Figure 1. Sequential cells grouped by signal name (run 1).
Scale: 4 px per um. Other sequential cells in the stronger gray, the rest of the logic in the fainter gray.
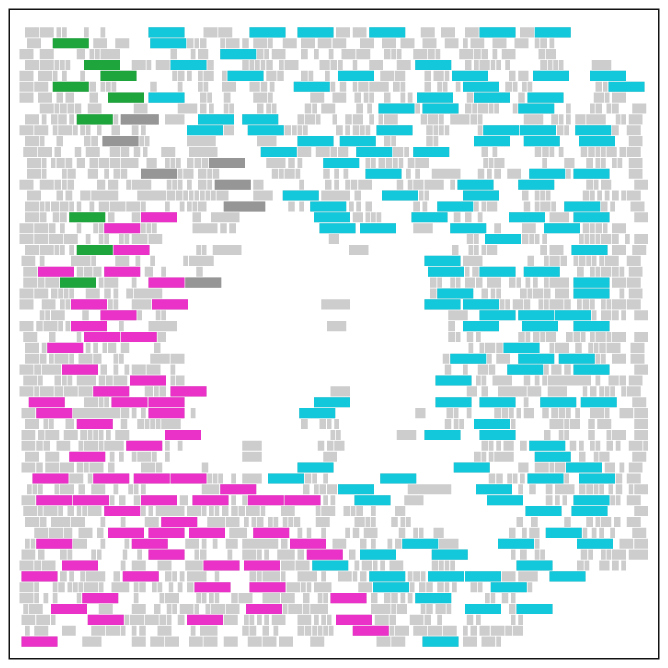
Figure 2. Wiring by layer (run 1).
Scale: 2 px per um. Two of the layers only.
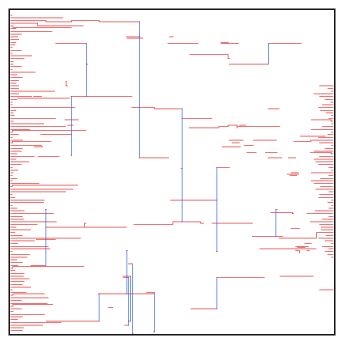
Figure 3. Nets reached from selected ports (run 1).
Scale: 3 px per um.
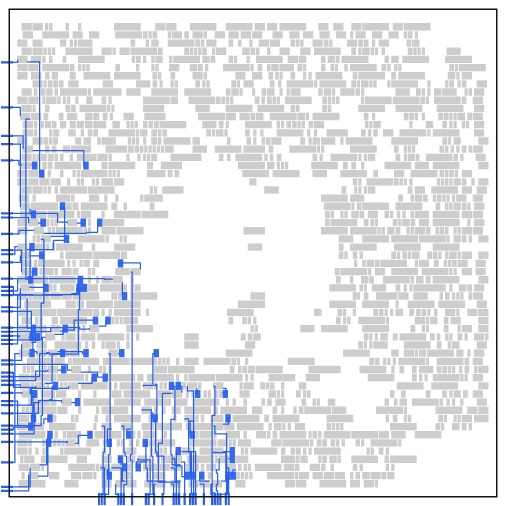
Design fiber_mem_arbiter, sky130hd; sources not shown.
==> summary.txt, run 1 <==
The synthesis and PnR run went through. The flow ran to the end, and the final reports show no timing, DRC or antenna violations. Once the clock tree was built, the setup fixing pass inserted 0 buffers. Setup total negative slack on the finished layout was measured at 0 ns. The number of nets handed over by synthesis was approximately 1.4k.

By area, the class that comes first in the final layout consists of registers. Setup slack on the critical path of the routed design comes to approximately 0.12 ns. Of all the cell area in the finished design, the clock network holds 0.0543.

In the power breakdown, the biggest contributor is registers. By count the netlist is led by sky130_fd_sc_hd__nor2_1, sky130_fd_sc_hd__nand2_1, sky130_fd_sc_hd__dfrtp_1. And-or/or-and share of the synthesized area landed at 0.180. Total of hold buffers inserted after clock tree synthesis landed at 1. The flow reports power dissipated in the clock network as 2530 uW. Antenna violation net count after detailed routing landed at 0.

Per the synthesis report, the number of distinct cell types is 27. The transition time recorded at the tightest slew-check pin is about 0.95 ns. Residual DRC count landed at 0. For this run, the register share of the synthesized area comes to 0.521. Routing resource usage on met1 recorded by global route was 0.260. The final layout contains a sequential cell count of between 200 and 250. The first global-routing pass estimated 44100 um of wire. In the floorplan report the effective utilization is 0.409. After detailed routing, the total wire length is roughly 27000 um. Mux cell area share after synthesis landed at 0.

The post-synth register bit count is 208. By instance count after routing, the leading logic cell type is sky130_fd_sc_hd__clkdlybuf4s50_1. Setup slack on the worst path after placement came out at 0.155 ns. The number of clock sinks came to about 210.

According to the floorplan report, the die height is 162 um. For this run the detailed placement stage logged an HPWL of about 18000 um. Count of synthesis-stage warnings from yosys landed at 0. The worst setup path is captured at an output port. Largest net degree at the start of global routing landed at 157. Cell count listed in synth_stat.txt landed at 1253.

Share of power burned in combinational logic landed at 0.195. Met3 routing resource usage after global routing landed at 0.0644. Fraction of power spent switching nets landed at 0.274. Among all cell types in the netlist, the one instantiated most often is sky130_fd_sc_hd__nor2_1. Cell-internal power landed at 5010 uW.

The critical path runs through a total of 9 cells. The layout summary lists the proportion of cells stronger than drive strength 1 as 0.0733. By area the synthesized netlist is led by sky130_fd_sc_hd__dfrtp_1, sky130_fd_sc_hd__nor2_1, sky130_fd_sc_hd__nand2_1. CTS clock-pin slew for the worst setup and hold paths landed at 0.06 ns. Setup repair after global routing could not meet its margin everywhere.

Of the combinational cells, the family taking the most area is simple AND/OR/NAND/NOR gates. Count of non-CTS inverters in the layout landed at 158. The via count of the first global-routing pass was 8825. Amount of wire on met2 after detailed routing landed at 13000 um. Post-route worst hold slack landed at 0.0878 ns. The worst path in the final design needs a cycle of 3.08 ns, including I/O delays and setup. The power report attributes to the clock group a share of 0.367. In the detailed route, the total length drawn on met3 is around 2300 um.

Of the total synthesized cell area, the portion taken by XOR and XNOR cells is 0. The overall die size recorded for this design is between 20000 and 30000 um^2. Setup violation total in the final timing report landed at 0.

Averaged over all synthesized cells, the footprint is 7.97 um^2. The data required time reported for the critical path is 2.68 ns. Largest stage delay on the critical path landed at 0.56 ns. Number of buffer and inverter instances along the worst setup path landed at 4.

Footprint of the multi-input gates landed at 3780 um^2. The floorplan has 57 rows. 805 cells are multi-input combinational gates. sky130_fd_sc_hd__dfrtp_1 takes more of the synthesized area than any other cell. Number of nets in the finished design landed at about 1.7k. Net load switching power landed at 1890 uW. Layout-stage area growth over the synthesis result landed at 41.3%. From left edge to right edge, the die measures 162 um. Post-synthesis cell area landed at 9980 um^2. Broken down by cell family, the worst path's largest delay share belongs to buffers and inverters. Count of non-filler cells in the finished layout landed at 1879.
Back to the opening pictures, Figure 1:
legend:
  u_rsp_fifo.mem_q:
    color: cyan
    placed_flops: 128
  data_q:
    color: magenta
    placed_flops: 64
  addr_q:
    color: green
    placed_flops: 9
    where: north-west
not colored: 7
share of cell area taken by flip-flops and latches: 0.369
sequential cell power: 3030 uW
end-of-flow core utilization: 0.578
register cell area after layout: 5210 um^2

Back to the opening pictures, Figure 2:
legend:
  M4:
    color: blue
    wire_length: 426 um
  M3:
    color: red
    wire_length: 2330 um
overall fraction of global-route tracks in use: 0.206
routed length per instance: 14.6 um

Back to the opening pictures, Figure 3:
legend:
  wr_data:
    color: blue
    direction: input
    edge: 39 west, 25 south
    end_cells: 64
    buffers: 64
    wire: 1750 um
count of buffers from port buffering: 294
num ports: 295

Figure 4. Cell placement (run 1).
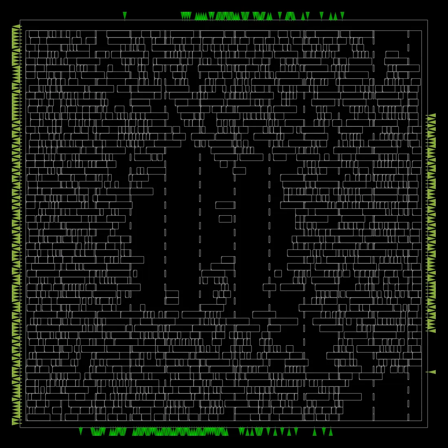

==> run 1 -> run 2 <==
--- a/config.mk
+++ b/config.mk
@@ -8,6 +8,7 @@
 export ABC_AREA = 1
 export ABC_CLOCK_PERIOD_IN_PS = 3200
 export CAP_MARGIN = 20
+export CORE_ASPECT_RATIO = 0.8
 export CORE_MARGIN = 2
 export CORE_UTILIZATION = 40
 export CTS_BUF_LIST = sky130_fd_sc_hd__clkbuf_8
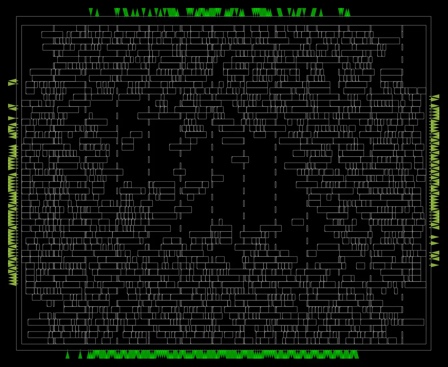
Figure 5: run 2, cell placement.
site row count: 51
filler-free cell count of the finished design: 1870

==> summary.txt, run 2 <==
The synthesis and PnR run went through. Aggregate negative setup slack landed at 0 ns (unchanged). The count of synthesis-stage warnings from yosys is 0 (unchanged). Post-route worst hold slack landed at 0.198 ns (+0.111 ns).

Synthesis produced 1253 cells. In this run the maximum-capacitance check reported violations numbering 0. The setup check on the worst reg-to-reg path leaves a slack of 1.33 ns. Number of sequential cells in the layout landed at 208 (unchanged). Setup violation total in the final timing report landed at 0 (unchanged). Mux cell area share after synthesis landed at 0 (unchanged). Ratio of routed vias to standard cells landed at between 4 and 5. Number of buffers inserted during clock tree synthesis landed at 37. The global router reports that the layer with the highest usage is met2. In this design, the critical path's most frequently occurring cell is sky130_fd_sc_hd__nor2_1.

The count of multi-input gates came to 805 (unchanged). The worst setup path is launched from a primary input. The overall chip area came to 26200 um^2 (about the same).

For this run, the detailed router's first-pass iteration total came to 5. The final critical-path required period was 3.12 ns (+0.0375 ns). The core region is about 24000 um^2. The H-tree was split into 2 levels.

According to the hold report, the worst path is of the primary input to register type. Post-synthesis cell area landed at 9980 um^2 (unchanged). Amount of wire on met2 after detailed routing landed at 12500 um (-3.5%). The slowest stage of the critical path belongs to the cell sky130_fd_sc_hd__dlygate4sd3_1. Placed standard-cell area landed at 13200 um^2.

The plain and repair buffers instantiated in the layout total 322. The CTS clock-pin slew for the worst setup and hold paths was 0.05 ns (about the same). Fmax landed at 0.321 GHz. Count of flip-flops with a built-in enable after synthesis landed at 0. Share of power burned in combinational logic landed at 0.197 (+0.002). The met3 routing resource usage after global routing is 0.0344 (-0.0300).

Data arrival time of the critical path landed at 2.60 ns. Fraction of power spent switching nets landed at 0.273 (-0.00180). In this run the clock root is driven by a sky130_fd_sc_hd__clkbuf_8.

The xor and xnor area share after synthesis is 0 (unchanged). In this run the critical path is formed by dlygate4sd3_1 -> clkbuf_8 -> nand2_2 -> nor3b_4 -> nand2_4 -> inv_4 -> buf_6 -> nor2_1 -> nor2_1 -> clkdlybuf4s50_1. Among all cell types in the netlist, the one instantiated most often is sky130_fd_sc_hd__nor2_1. Proportion of netlist area held by the largest area contributor landed at 0.519. Adder and majority cell fraction of the synthesized area landed at 0. Largest net degree at the start of global routing landed at 151 (-3.8%).

The met3 routed wirelength came to 1740 um (-25%). The count of non-CTS inverters in the layout is 158 (unchanged). The and-or/or-and share of the synthesized area was 0.180 (unchanged). The top cell types in the final layout, fill and taps aside, are sky130_fd_sc_hd__clkdlybuf4s50_1, sky130_fd_sc_hd__nand2_1, sky130_fd_sc_hd__nor2_1, sky130_fd_sc_hd__dfrtp_1, sky130_fd_sc_hd__inv_1. Clock network contribution to total cell area landed at 0.0520 (-0.00232).

The endpoint required time on the critical path is 2.68 ns (about the same). Among cell families on the critical path, the largest total delay comes from buffers and inverters. The run finished with clean final reports. Share of post-route cells with drive strength above 1 landed at 0.0715 (-0.00179). Antenna cell count landed at 0. By area, the combinational part of the netlist is dominated by simple AND/OR/NAND/NOR gates. The clock sink count is 208 (unchanged). Worst supply voltage drop on vdd landed at between 200 and 300 uV. Final worst-path cycle share landed at 0.975. In this run, the synthesized area fraction spent on and/or/nand/nor cells is recorded as 0.194. Total of hold buffers inserted after clock tree synthesis landed at 1 (unchanged). The power attributed to sequential cells is 3020 uW (about the same). The post-place setup slack came to 0.219 ns (+0.0638 ns). Ranked by total area, the top cell class in this layout is registers. Total area of sequential cells landed at 5210 um^2 (unchanged). The count of pins on the block boundary was 295 (unchanged). The post-CTS setup buffer count came to 0 (unchanged). The cell-internal power was 4970 uW (-0.77%). In the setup report, the worst path falls into the class primary input to output port. The final worst slack is 0.0806 ns (-0.0375 ns).

The fraction of area in registers is 0.370 (+0.00118). The synthesis report lists the most area-consuming cells as sky130_fd_sc_hd__dfrtp_1, sky130_fd_sc_hd__nor2_1, sky130_fd_sc_hd__nand2_1. The floorplan report lists the tap cell count as approximately 320.

Multi-input logic gates represent a cell area share of 0.268. Distinct cell type count after synthesis landed at 27 (unchanged). STA classifies the critical path endpoint as an output port. The vertical die size was 145 um (-10%). Async set-or-reset flop fraction in the synthesized netlist landed at 1.00.

Tool warning count landed at 31. After layout, the clock buffer instance count stands at 48. The register with the most flip-flops in the layout has roughly 130 of them. The design draws 6830 uW. TritonCTS built the clock tree.

The report lists the number of cells resized after CTS as 1. The detailed placer's ending HPWL is 17700 um (-1.8%). The skew report gives the latency at the later pin of the worst-skew pair as 0.51 ns. The transition time at the pin with the least slew margin came to 0.930 ns (-0.0231 ns). Portion of the layout cell area used by non-clock buffers landed at 0.238. The flow measured a signed area growth from synthesis to layout of 40.9%. Summed over all instances, the cell type with the most area after synthesis is sky130_fd_sc_hd__dfrtp_1. Post-synth the commonest register cell is sky130_fd_sc_hd__dfrtp_1. The highest metal layer carrying signal wires in the routed design is met4.

The dominant power group in this design is registers. Post-layout instance area landed at 14100 um^2. Detailed router's first-iteration violation count landed at between 600 and 700. Horizontal die dimension landed at 181 um (+12%). Final core area utilization landed at 0.575 (-0.00300). The flow reports power dissipated in combinational cells as 1350 uW. The fraction of power consumed by the clock network is 0.361 (-0.006). Number of cells on the worst reg-to-reg path landed at 7.

Number of antenna violations at the first check in global routing landed at 0. Floorplan core density landed at 0.409 (-0.000817). The cell count listed in synth_stat.txt came to 1253 (unchanged). The largest stage delay on the critical path is 0.54 ns (-0.02 ns). Counting endpoints that fail hold in the final report gives 0.

The share of total power dissipated in sequential elements is 0.442. The detailed placer reported the number of placed instances as 1805. Residual DRC count landed at 0 (unchanged). Wire length of the first global-routing pass landed at 44000 um (-0.27%). The synthesis run shows the most used standard cells to be sky130_fd_sc_hd__nor2_1, sky130_fd_sc_hd__nand2_1, sky130_fd_sc_hd__dfrtp_1.

Via count of the first global-routing pass landed at 8645 (-2.0%). The power report puts the leakage power at 0.00621 uW. Count of state elements after synthesis landed at 208 (unchanged). Detailed-routing wirelength on met1 landed at between 10000 and 15000 um. Met1 track utilization from global routing landed at 0.285 (+0.0254). The number of nets in the finished design is 1685 (+0.18%).

Synthesized area per cell landed at 7.97 um^2 (unchanged). According to the Yosys statistics, the synthesized design has a chip area of ~10000 um^2. Worst hold path depth landed at 3. The top cell type in the final layout, fill and taps aside, is sky130_fd_sc_hd__clkdlybuf4s50_1. Setup repair after global routing could not meet its margin everywhere. Relative slew slack landed at 0.380. Met2 usage landed at 0.315.

Maximum clock insertion buffer count landed at 3. Total power divided by cell area landed at 486 nW/um^2. Tally of buffers added on design ports landed at 294 (unchanged). Footprint of the multi-input gates landed at 3770 um^2 (about the same). Path length in cells of the critical path landed at 10 (+1). Largest fanout on the critical path landed at 16.

The final max-slew violation count recorded for this run is 0. Number of nets at floorplan landed at 1406 (unchanged). The net load switching power was 1860 uW (-1.7%). Antenna violation net count after detailed routing landed at 0 (unchanged). Counting the fill cells in the layout gives approximately 2.2k.

The number of buffer and inverter instances along the worst setup path was 5 (+1). Proportion of synthesized chip area in sequential cells landed at 0.521 (unchanged). The clock distribution power came to 2470 uW (-2%). The global route stage reports its total congestion overflow as 0.
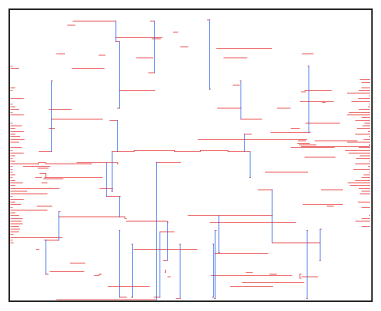
Figure 6: run 2, wiring by layer.
Scale: 2 px per um. Two of the layers only.
legend:
  M3:
    color: red
    wire_length: 1740 um
  M4:
    color: blue
    wire_length: 670 um
total number of vias: 9184
routed length per instance: 14.9 um
overall fraction of global-route tracks in use: 0.201
Total Wirelength: 27900 um

Power figures rest on the tool's default switching activity, not on a simulated workload.
